File: config.mk
export PLATFORM = sky130hd
export DESIGN_NAME = instr_encode_flat
export DESIGN_NICKNAME = d
export VERILOG_FILES = /design/src/rtl/instr_encode_if.sv /design/src/rtl/instr_encode.sv /design/src/flat_wrapper.sv
export SDC_FILE = /design/constraint.sdc
export NUM_CORES = 1
export LEC_CHECK = 0
export ABC_AREA = 1
export ABC_CLOCK_PERIOD_IN_PS = 1600
export CAP_MARGIN = 0
export CELL_PAD_IN_SITES_DETAIL_PLACEMENT = 1
export CELL_PAD_IN_SITES_GLOBAL_PLACEMENT = 1
export CORE_ASPECT_RATIO = 1.5
export CORE_UTILIZATION = 36
export CTS_CLUSTER_DIAMETER = 60
export DETAILED_ROUTE_END_ITERATION = 16
export PLACE_DENSITY = 0.77
export SLEW_MARGIN = 20
export SYNTH_ARGS = -nofsm -noshare
export SYNTH_HDL_FRONTEND = slang
export SYNTH_SLANG_ARGS = --single-unit
File: constraint.sdc
create_clock -name clk -period 1.6 [get_ports clk]
set_input_delay 0.24 -clock clk [delete_from_list [all_inputs] [get_ports clk]]
set_output_delay 0.24 -clock clk [all_outputs]
set_load 0.02 [all_outputs]
File: src/rtl/instr_encode_if.sv
// Purpose : handshake/bus bundle for instr_encode.
//   Request side : in_valid, in_ready, in_op, in_rs1, in_rs2, in_rd, in_imm
//   Response side: out_valid, out_ready, out_instr, out_err
//   Status       : enc_count (words popped without error)
// Modports: master = producer/consumer (testbench, loader), slave = encoder.
interface instr_encode_if #(
    parameter int CNT_W = 16
) ();
    logic             in_valid;
    logic             in_ready;
    logic [5:0]       in_op;
    logic [4:0]       in_rs1;
    logic [4:0]       in_rs2;
    logic [4:0]       in_rd;
    logic [31:0]      in_imm;
    logic             out_valid;
    logic             out_ready;
    logic [31:0]      out_instr;
    logic             out_err;
    logic [CNT_W-1:0] enc_count;

    modport master (
        output in_valid, in_op, in_rs1, in_rs2, in_rd, in_imm, out_ready,
        input  in_ready, out_valid, out_instr, out_err, enc_count
    );

    modport slave (
        input  in_valid, in_op, in_rs1, in_rs2, in_rd, in_imm, out_ready,
        output in_ready, out_valid, out_instr, out_err, enc_count
    );
endinterface

File: src/rtl/instr_encode.sv
// Purpose : RV32I instruction encoder. Packs an internal op code plus register and
//           immediate fields into a 32-bit RV32I word, buffered in a 2-entry output
//           FIFO (1-cycle latency when empty).
// Ports   : clk, rst_n (async, active low); bus (instr_encode_if.slave) carrying the
//           in_* request handshake, out_* response handshake and enc_count.
// Config  : IMM_CHECK_EN - when defined, immediates that do not fit their format
//           produce out_err=1 / out_instr=0; otherwise they are truncated.
module instr_encode #(
    parameter int CNT_W = 16
) (
    input logic          clk,
    input logic          rst_n,
    instr_encode_if.slave bus
);

`ifdef IMM_CHECK_EN
    localparam bit IMM_CHK = 1'b1;
`else
    localparam bit IMM_CHK = 1'b0;
`endif

    typedef enum logic [2:0] {F_R, F_I, F_SH, F_S, F_B, F_U, F_J, F_BAD} fmt_e;

    typedef struct packed {
        logic [31:0] instr;
        logic        err;
    } word_t;

    fmt_e        fmt;
    logic [6:0]  opc;
    logic [6:0]  f7;
    logic [2:0]  f3;
    logic [31:0] imm;
    logic [4:0]  rs1, rs2, rd;
    logic        fits12, fits13, fits21, imm_bad;
    word_t       enc_w;

    word_t            head_q, head_d, tail_q, tail_d;
    logic [1:0]       cnt_q, cnt_d;
    logic [CNT_W-1:0] enc_cnt_q, enc_cnt_d;
    logic             push, pop;

    assign imm = bus.in_imm;
    assign rs1 = bus.in_rs1;
    assign rs2 = bus.in_rs2;
    assign rd  = bus.in_rd;

    // Sign-extension checks: upper bits all equal means the value fits the field.
    assign fits12 = (&imm[31:11]) | ~(|imm[31:11]);
    assign fits13 = (&imm[31:12]) | ~(|imm[31:12]);
    assign fits21 = (&imm[31:20]) | ~(|imm[31:20]);

    // Op decode: format, major opcode, funct3, funct7.
    always_comb begin
        fmt = F_BAD; opc = 7'h00; f3 = 3'd0; f7 = 7'h00;
        case (bus.in_op)
            6'h00: begin fmt = F_U;  opc = 7'h37; end
            6'h01: begin fmt = F_U;  opc = 7'h17; end
            6'h02: begin fmt = F_J;  opc = 7'h6F; end
            6'h03: begin fmt = F_I;  opc = 7'h67; f3 = 3'd0; end
            6'h04: begin fmt = F_B;  opc = 7'h63; f3 = 3'd0; end
            6'h05: begin fmt = F_B;  opc = 7'h63; f3 = 3'd1; end
            6'h06: begin fmt = F_B;  opc = 7'h63; f3 = 3'd4; end
            6'h07: begin fmt = F_B;  opc = 7'h63; f3 = 3'd5; end
            6'h08: begin fmt = F_B;  opc = 7'h63; f3 = 3'd6; end
            6'h09: begin fmt = F_B;  opc = 7'h63; f3 = 3'd7; end
            6'h0A: begin fmt = F_I;  opc = 7'h03; f3 = 3'd0; end
            6'h0B: begin fmt = F_I;  opc = 7'h03; f3 = 3'd1; end
            6'h0C: begin fmt = F_I;  opc = 7'h03; f3 = 3'd2; end
            6'h0D: begin fmt = F_I;  opc = 7'h03; f3 = 3'd4; end
            6'h0E: begin fmt = F_I;  opc = 7'h03; f3 = 3'd5; end
            6'h0F: begin fmt = F_S;  opc = 7'h23; f3 = 3'd0; end
            6'h10: begin fmt = F_S;  opc = 7'h23; f3 = 3'd1; end
            6'h11: begin fmt = F_S;  opc = 7'h23; f3 = 3'd2; end
            6'h12: begin fmt = F_I;  opc = 7'h13; f3 = 3'd0; end
            6'h13: begin fmt = F_I;  opc = 7'h13; f3 = 3'd2; end
            6'h14: begin fmt = F_I;  opc = 7'h13; f3 = 3'd3; end
            6'h15: begin fmt = F_I;  opc = 7'h13; f3 = 3'd4; end
            6'h16: begin fmt = F_I;  opc = 7'h13; f3 = 3'd6; end
            6'h17: begin fmt = F_I;  opc = 7'h13; f3 = 3'd7; end
            6'h18: begin fmt = F_SH; opc = 7'h13; f3 = 3'd1; end
            6'h19: begin fmt = F_SH; opc = 7'h13; f3 = 3'd5; end
            6'h1A: begin fmt = F_SH; opc = 7'h13; f3 = 3'd5; f7 = 7'h20; end
            6'h1B: begin fmt = F_R;  opc = 7'h33; f3 = 3'd0; end
            6'h1C: begin fmt = F_R;  opc = 7'h33; f3 = 3'd0; f7 = 7'h20; end
            6'h1D: begin fmt = F_R;  opc = 7'h33; f3 = 3'd1; end
            6'h1E: begin fmt = F_R;  opc = 7'h33; f3 = 3'd2; end
            6'h1F: begin fmt = F_R;  opc = 7'h33; f3 = 3'd3; end
            6'h20: begin fmt = F_R;  opc = 7'h33; f3 = 3'd4; end
            6'h21: begin fmt = F_R;  opc = 7'h33; f3 = 3'd5; end
            6'h22: begin fmt = F_R;  opc = 7'h33; f3 = 3'd5; f7 = 7'h20; end
            6'h23: begin fmt = F_R;  opc = 7'h33; f3 = 3'd6; end
            6'h24: begin fmt = F_R;  opc = 7'h33; f3 = 3'd7; end
            default: fmt = F_BAD;
        endcase
    end

    // Field packing per format.
    always_comb begin
        enc_w   = '0;
        imm_bad = 1'b0;
        case (fmt)
            F_R:  enc_w.instr = {f7, rs2, rs1, f3, rd, opc};
            F_I:  begin enc_w.instr = {imm[11:0], rs1, f3, rd, opc}; imm_bad = ~fits12; end
            F_SH: begin enc_w.instr = {f7, imm[4:0], rs1, f3, rd, opc}; imm_bad = |imm[31:5]; end
            F_S:  begin enc_w.instr = {imm[11:5], rs2, rs1, f3, imm[4:0], opc}; imm_bad = ~fits12; end
            F_B:  begin
                enc_w.instr = {imm[12], imm[10:5], rs2, rs1, f3, imm[4:1], imm[11], opc};
                imm_bad = ~fits13 | imm[0];
            end
            F_U:  begin enc_w.instr = {imm[31:12], rd, opc}; imm_bad = |imm[11:0]; end
            F_J:  begin
                enc_w.instr = {imm[20], imm[10:1], imm[11], imm[19:12], rd, opc};
                imm_bad = ~fits21 | imm[0];
            end
            default: enc_w.err = 1'b1;
        endcase
        if (IMM_CHK && imm_bad) begin
            enc_w.instr = '0;
            enc_w.err   = 1'b1;
        end
    end

    // 2-entry FIFO: head_q drives out_*, tail_q holds the second word.
    // head_q is left untouched when the FIFO drains so out_* hold their last value.
    assign push = bus.in_valid & bus.in_ready;
    assign pop  = bus.out_valid & bus.out_ready;

    always_comb begin
        head_d    = head_q;
        tail_d    = tail_q;
        enc_cnt_d = enc_cnt_q;
        cnt_d     = cnt_q + {1'b0, push} - {1'b0, pop};
        if (push && (cnt_q == 2'd0 || (cnt_q == 2'd1 && pop))) head_d = enc_w;
        else if (pop && cnt_q == 2'd2)                          head_d = tail_q;
        if (push && cnt_q == 2'd1 && !pop) tail_d = enc_w;
        if (pop && !head_q.err) enc_cnt_d = enc_cnt_q + CNT_W'(1);
    end

    always_ff @(posedge clk or negedge rst_n) begin
        if (!rst_n) begin
            head_q    <= '0;
            tail_q    <= '0;
            cnt_q     <= 2'd0;
            enc_cnt_q <= '0;
        end else begin
            head_q    <= head_d;
            tail_q    <= tail_d;
            cnt_q     <= cnt_d;
            enc_cnt_q <= enc_cnt_d;
        end
    end

    // Gating with rst_n drops in_ready in the same cycle reset asserts.
    assign bus.in_ready  = rst_n & (cnt_q != 2'd2);
    assign bus.out_valid = (cnt_q != 2'd0);
    assign bus.out_instr = head_q.instr;
    assign bus.out_err   = head_q.err;
    assign bus.enc_count = enc_cnt_q;

endmodule
File: src/flat_wrapper.sv
// flat-port wrapper written by rule: the top's interface ports become plain ports
module instr_encode_flat 
#(
    parameter int CNT_W = 16
)
  (clk, rst_n, bus_in_valid, bus_in_op, bus_in_rs1, bus_in_rs2, bus_in_rd, bus_in_imm, bus_out_ready, bus_in_ready, bus_out_valid, bus_out_instr, bus_out_err, bus_enc_count);
  instr_encode_if #(.CNT_W(CNT_W)) bus_i ();
  input logic clk;
  input logic rst_n;
  input wire logic [$bits(bus_i.in_valid)-1:0] bus_in_valid;
  input wire logic [$bits(bus_i.in_op)-1:0] bus_in_op;
  input wire logic [$bits(bus_i.in_rs1)-1:0] bus_in_rs1;
  input wire logic [$bits(bus_i.in_rs2)-1:0] bus_in_rs2;
  input wire logic [$bits(bus_i.in_rd)-1:0] bus_in_rd;
  input wire logic [$bits(bus_i.in_imm)-1:0] bus_in_imm;
  input wire logic [$bits(bus_i.out_ready)-1:0] bus_out_ready;
  output wire logic [$bits(bus_i.in_ready)-1:0] bus_in_ready;
  output wire logic [$bits(bus_i.out_valid)-1:0] bus_out_valid;
  output wire logic [$bits(bus_i.out_instr)-1:0] bus_out_instr;
  output wire logic [$bits(bus_i.out_err)-1:0] bus_out_err;
  output wire logic [$bits(bus_i.enc_count)-1:0] bus_enc_count;
  assign bus_i.in_valid = bus_in_valid;
  assign bus_i.in_op = bus_in_op;
  assign bus_i.in_rs1 = bus_in_rs1;
  assign bus_i.in_rs2 = bus_in_rs2;
  assign bus_i.in_rd = bus_in_rd;
  assign bus_i.in_imm = bus_in_imm;
  assign bus_i.out_ready = bus_out_ready;
  assign bus_in_ready = bus_i.in_ready;
  assign bus_out_valid = bus_i.out_valid;
  assign bus_out_instr = bus_i.out_instr;
  assign bus_out_err = bus_i.out_err;
  assign bus_enc_count = bus_i.enc_count;
  instr_encode #(.CNT_W(CNT_W)) u_core (.clk(clk), .rst_n(rst_n), .bus(bus_i));
endmodule
Figure 1. Supply network (run 1).
Pins as bars on the die edge.
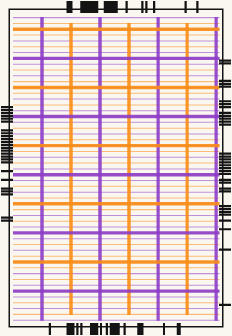
VSS -> purple
VDD -> orange
met5 straps = 10
met1 rails = 53
met4 straps = 7
signal pins = 108
rows = 52
core box area: 0.0137 mm²
Die W: 99.1 µm
Die Span Y: 148 µm
maximum VDD drop: 0.594 mV

Figure 2. Placement by cell class (run 1).
Scale bar: 20 µm.
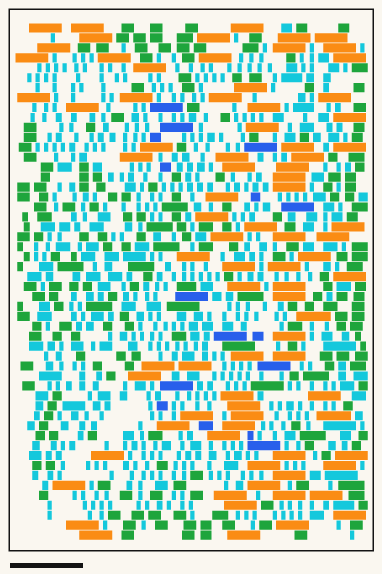
combinational and other logic -> cyan  # cells 652
other buffers and delay cells -> green  # cells 219
flops -> orange  # cells 82
clock drivers and dummy loads -> blue  # cells 16
row cnt: 52
final instance area: 0.00788 mm²
final core utilization: 0.576

Figure 3. Clock distribution (run 1).
Scale bar: 20 µm.
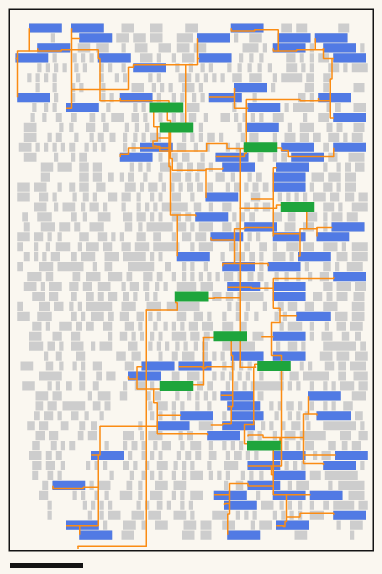
flip-flops -> blue  # count 82
clock wires -> orange  # length 1,250 µm
clock drivers -> green  # count 9
flops lie = all over the die
routed clock nets = 10

Figure 4. Signal wires by layer (run 1).
Two of the layers only.
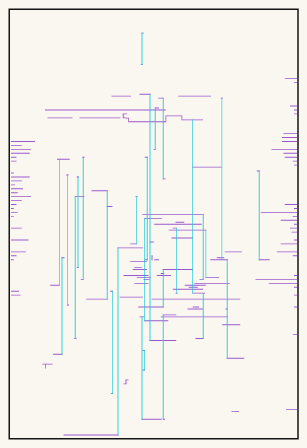
metal 3 -> purple  # wire length 698 µm
metal 4 -> cyan  # wire length 955 µm

==> results.cfg, run 1 <==
; implementation run metrics
[worst_setup_path]
worstSetupPathType = reg -> reg
endpoint_kind = flop
r2r_cells = 11
worstPathMaxFanout = 7
crit_path_start_kind = flop
crit_required_ns = 1.87

[timing]
min_period_ns = 1.61
tightest_slew_ns = 0.491
worst_slack_ns = -0.0121
setup_viol = 2

[logic_synthesis]
synthCells = 759
ys_cells = 759
synth_flops = 82

[drt]
wl_met2_mm = 11.8
top_layer = met4
viasPerCell = 5.27
wl_met3_um = 698
wl_met1_mm = 8.12
post_drt_wl_per_cell_um = 19.1
drt_pass1_iterations = 4
drt-initial-drc-count = 202
ant_nets = 0
vias = 5959

[cells_and_area]
final_common_cell = nand2_1
syn_to_final_growth_pct = 54.5
final_cell_mix = 363 x nand2_1, 90 x buf_4, 80 x dfrtp_1

[min_path]
hold-path-cell-count = 1

[run_status]
status = finished with violations
violations = setup timing

[job]
openroad.warnings = 28

[global_routing]
grt_pass1_wl_mm = 32.0
grt_pass1_vias = 6438

[power]
power.density_mw_per_mm2 = 1290

[clock_tree]
cts_buffers = 9
cts_sinks = 82
[run 1: cell usage after synthesis (all sizes together)]
cell type | instances | share of area
clkbuf | 13 | 0.0096
buf | 15 | 0.021
inv | 51 | 0.038
xor2 | 7 | 0.012
dfrtp | 82 | 0.40
o31ai | 1 | 0.0015
ha | 3 | 0.0074
nand3b | 1 | 0.0015
xnor2 | 11 | 0.019
nor2 | 54 | 0.053
clkinv | 2 | 0.0015
nand2 | 387 | 0.29
a21boi | 5 | 0.0074
nand3 | 58 | 0.063
a21oi | 8 | 0.0079
nor3 | 7 | 0.0069
o21ai | 43 | 0.044
nand4 | 11 | 0.014
[run 1: stage by stage]
stage	area, µm²	setup TNS, ns	hold slack (ns)	setup WS [ns]	util
after global routing	7880	-1.32	0.511	-0.101	0.576
after floorplan	5100	-0.0126	-0.0556	-0.00347	-
after global placement	6990	-35.28	0.316	-0.666	0.512
final	7880	-0.0174	0.485	-0.0121	0.576
after detailed placement	6990	-40.33	0.322	-0.719	0.512
after CTS	7390	0	0.484	0.000267	0.541
[run 1: flip-flops by register name, summed over array words and instances (netlist names)]
register / cells
u_core.bus.out_instr: 31
u_core.bus.out_err: 1
u_core.tail_q: 32
u_core.cnt_q: 2
u_core.bus.enc_count: 16
[run 1: worst reg2reg max path, delay by kind of cell (launching register included)]
family,cells,cell delay (ns)
buffers and inverters,5,0.62
AND-OR/OR-AND,1,0.11
flip-flops,1,0.37
AND/OR/NAND/NOR,5,0.44
[run 1: layout make-up]
class,instances,area [µm²],area share
Timing Repair inverter,1,7.51,0.000953
Multi-Input combinational cell,598,3020,0.384
Clock buffer,9,225,0.0286
Inverter,53,215,0.0273
Tap cell,162,203,0.0257
Clock inverter,7,58.8,0.00747
Timing Repair Buffer,219,2090,0.265
Sequential cell,82,2050,0.261
[run 1: cell families (layout without fill, tap and decap cells)]
kind of cell               count (synthesis)  after routing  synth area share
AOI/OAI and AO/OA                         57             57            0.0611
xor gates and xnor gates                  18             18            0.0309
adders and majority gates                  3              3           0.00737
buffers and inverters                     81            289            0.0702
DFF                                       82             82             0.403
and+or+nand+nor                          518            520             0.428
[run 1: where the power goes]
group          internal, mW  switching [mW]
combinational          2.01            2.67
clock                  1.08           0.986
sequential             2.89           0.538
total                  5.98            4.20
[run 1: repair_timing]
item                       CTS  global route
cloned                       2             8
hold buffers                 1             0
resized                     53           107
hold endpoints to repair    82             0
setup endpoints to repair   86            82
pin swaps                   11            33
buffers inserted             2            12
[run 1: layer usage]
metal  global-route usage  up-vias
met5                    0        -
met4                0.130        0
met3               0.0293       63
met2                0.531      188
met1                0.309     2931
li1                     -     2777
[run 1: worst max path at each step]
stage                    startpoint                       to  slack, ns
floorplan           u_core.cnt_q[1]  u_core.bus.out_instr[6]     -0.003
global placement       bus_in_op[0]        u_core.tail_q[10]      -0.67
CTS                 u_core.cnt_q[1]         u_core.tail_q[7]     0.0003
finish              u_core.cnt_q[1]         u_core.tail_q[5]      -0.01
detailed placement     bus_in_op[0]  u_core.bus.out_instr[9]      -0.72
global route        u_core.cnt_q[1]         u_core.tail_q[5]      -0.10
==> run 1 -> run 2 <==
--- a/config.mk
+++ b/config.mk
@@ -15,6 +15,7 @@
 export CTS_CLUSTER_DIAMETER = 60
 export DETAILED_ROUTE_END_ITERATION = 16
 export PLACE_DENSITY = 0.77
+export RECOVER_POWER = 100
 export SLEW_MARGIN = 20
 export SYNTH_ARGS = -nofsm -noshare
 export SYNTH_HDL_FRONTEND = slang
==> results.cfg, run 2 <==
; implementation run metrics
[timing]
setup_viol = 2
min_period_ns = 1.61
tightest_slew_ns = 0.794
tns_ns = -0.0219
fin_hold_ws_ns = 0.484
worst_slack_ns = -0.0138

[worst_setup_path]
worstSetupPathType = reg -> reg
setup.worst_path.start = u_core.cnt_q[1]
r2r_cells = 11
crit_path_start_kind = flop

[logic_synthesis]
edf_count = 0
most_common_cell = nand2_1
synthTopCellsByCount = 380 x nand2_1, 82 x dfrtp_1, 53 x nand3_1
synth_flops = 82
netlist.top_cell.by_area = dfrtp_1
netlist_top_cells_area = dfrtp_1 40%, nand2_1 28%, nand3_1 5.2%
async_flop_share = 1.00
synthCells = 759

[power]
clock_power_share = 0.205
p_comb_frac = 0.455
swShare = 0.416
intPower_mw = 5.89
p_switching_mw = 4.20
pwr-share-seq = 0.340

[cells_and_area]
final_common_cell = nand2_1
largest_reg_flops = 32
syn_to_final_growth_pct = 52.8
utilization = 0.570
final_cell_mix = 363 x nand2_1, 89 x buf_4, 80 x dfrtp_1
largest-register = u_core.tail_q
finalInstanceArea_mm2 = 0.00779

[run_status]
status = finished with violations
violations = setup timing

[drt]
drt-initial-drc-count = 191
ant_nets = 0
drt_pass1_iterations = 5
run 2: cell counts after synthesis:
No cell type changed its count.
run 2: kinds of logic after synthesis:
group / count (synthesis) / synth area share
and+or+nand+nor: 518 / 0.428
AOI/OAI and AO/OA: 57 / 0.0611
DFF: 82 / 0.403
xor gates and xnor gates: 18 / 0.0309
buffers and inverters: 81 / 0.0702
adders and majority gates: 3 / 0.00737
run 2: how the worst min path moves through the flow:
stage / start / end / slack (ns) / depth (start not counted)
after floorplan: rst_n / u_core.bus.enc_count[0] / -0.06 / 0
after global placement: rst_n / u_core.tail_q[15] / 0.32 / 2
after detailed placement: rst_n / u_core.bus.out_instr[14] / 0.32 / 2
after CTS: u_core.tail_q[10] / u_core.tail_q[10] / 0.48 / 2
after global routing: u_core.tail_q[30] / u_core.tail_q[30] / 0.51 / 2
final: u_core.bus.enc_count[12] / u_core.bus.enc_count[12] / 0.48 / 1
run 2: routing by layer:
layer	vias up	wire length, µm	global-route usage
met3	67	711	0.0293
met4	0	967	0.130
met5	-	0	0
met2	190	11700	0.531
met1	2932	8220	0.309
li1	2776	-	-
run 2: area by class of cell:
class / instances / area, µm² / share of cell area
multi-input combinational: 598 / 3020 / 0.388
sequential: 82 / 2050 / 0.264
timing repair buffer: 219 / 2000 / 0.257
clock buffer: 9 / 225 / 0.0289
inverter: 53 / 215 / 0.0276
tap: 162 / 203 / 0.0260
clock inverter: 7 / 58.8 / 0.00755
timing repair inverter: 1 / 7.51 / 0.000964
run 2: through the flow:
step	std cells	setup slack, ns
after detailed placement	1091	-0.719
final	1131	-0.0138
after CTS	1112	0.000267
after floorplan	759	-0.00347
after global routing	1131	-0.101
after global placement	1091	-0.666
run 2: timing repair:
item,CTS,global route
gates resized,53,107
setup endpoints to repair,86,82
gates cloned,2,8
hold buffers,1,0
buffers inserted,2,12
endpoints found under the hold margin,82,0
pin swaps,11,33
run 2: power groups by stage:
stage               Clock, mW  Combinational [mW]  Sequential [mW]
finish                   2.07                4.59             3.43
floorplan                   0                1.73             3.80
global route             2.17                5.00             3.49
global placement            0                4.09             3.35
detailed placement          0                4.27             3.42
CTS                      2.09                4.30             3.39
Figure 5. Clock distribution (run 2).
Scale bar: 20 µm.
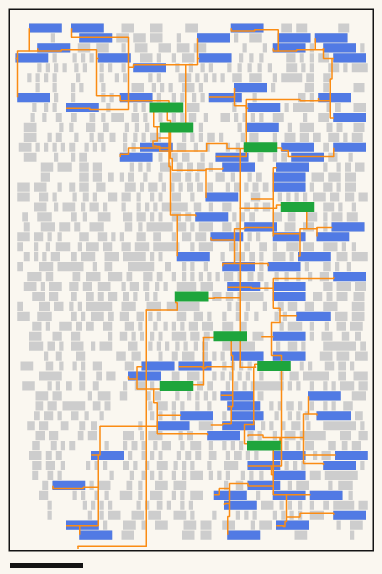
flip-flops -> blue  # count 82
clock wires -> orange  # length 1,260 µm
clock drivers -> green  # count 9
flops lie = all over the die

Figure 6. Supply network (run 2).
Pins as bars on the die edge.
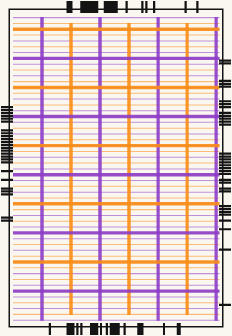
VSS -> purple
VDD -> orange
signal pins = 108
met5 straps = 10
met1 rails = 53
met4 straps = 7
rows = 52
maximum VDD drop: 0.593 mV

Power figures rest on the tool's default switching activity, not on a simulated workload.
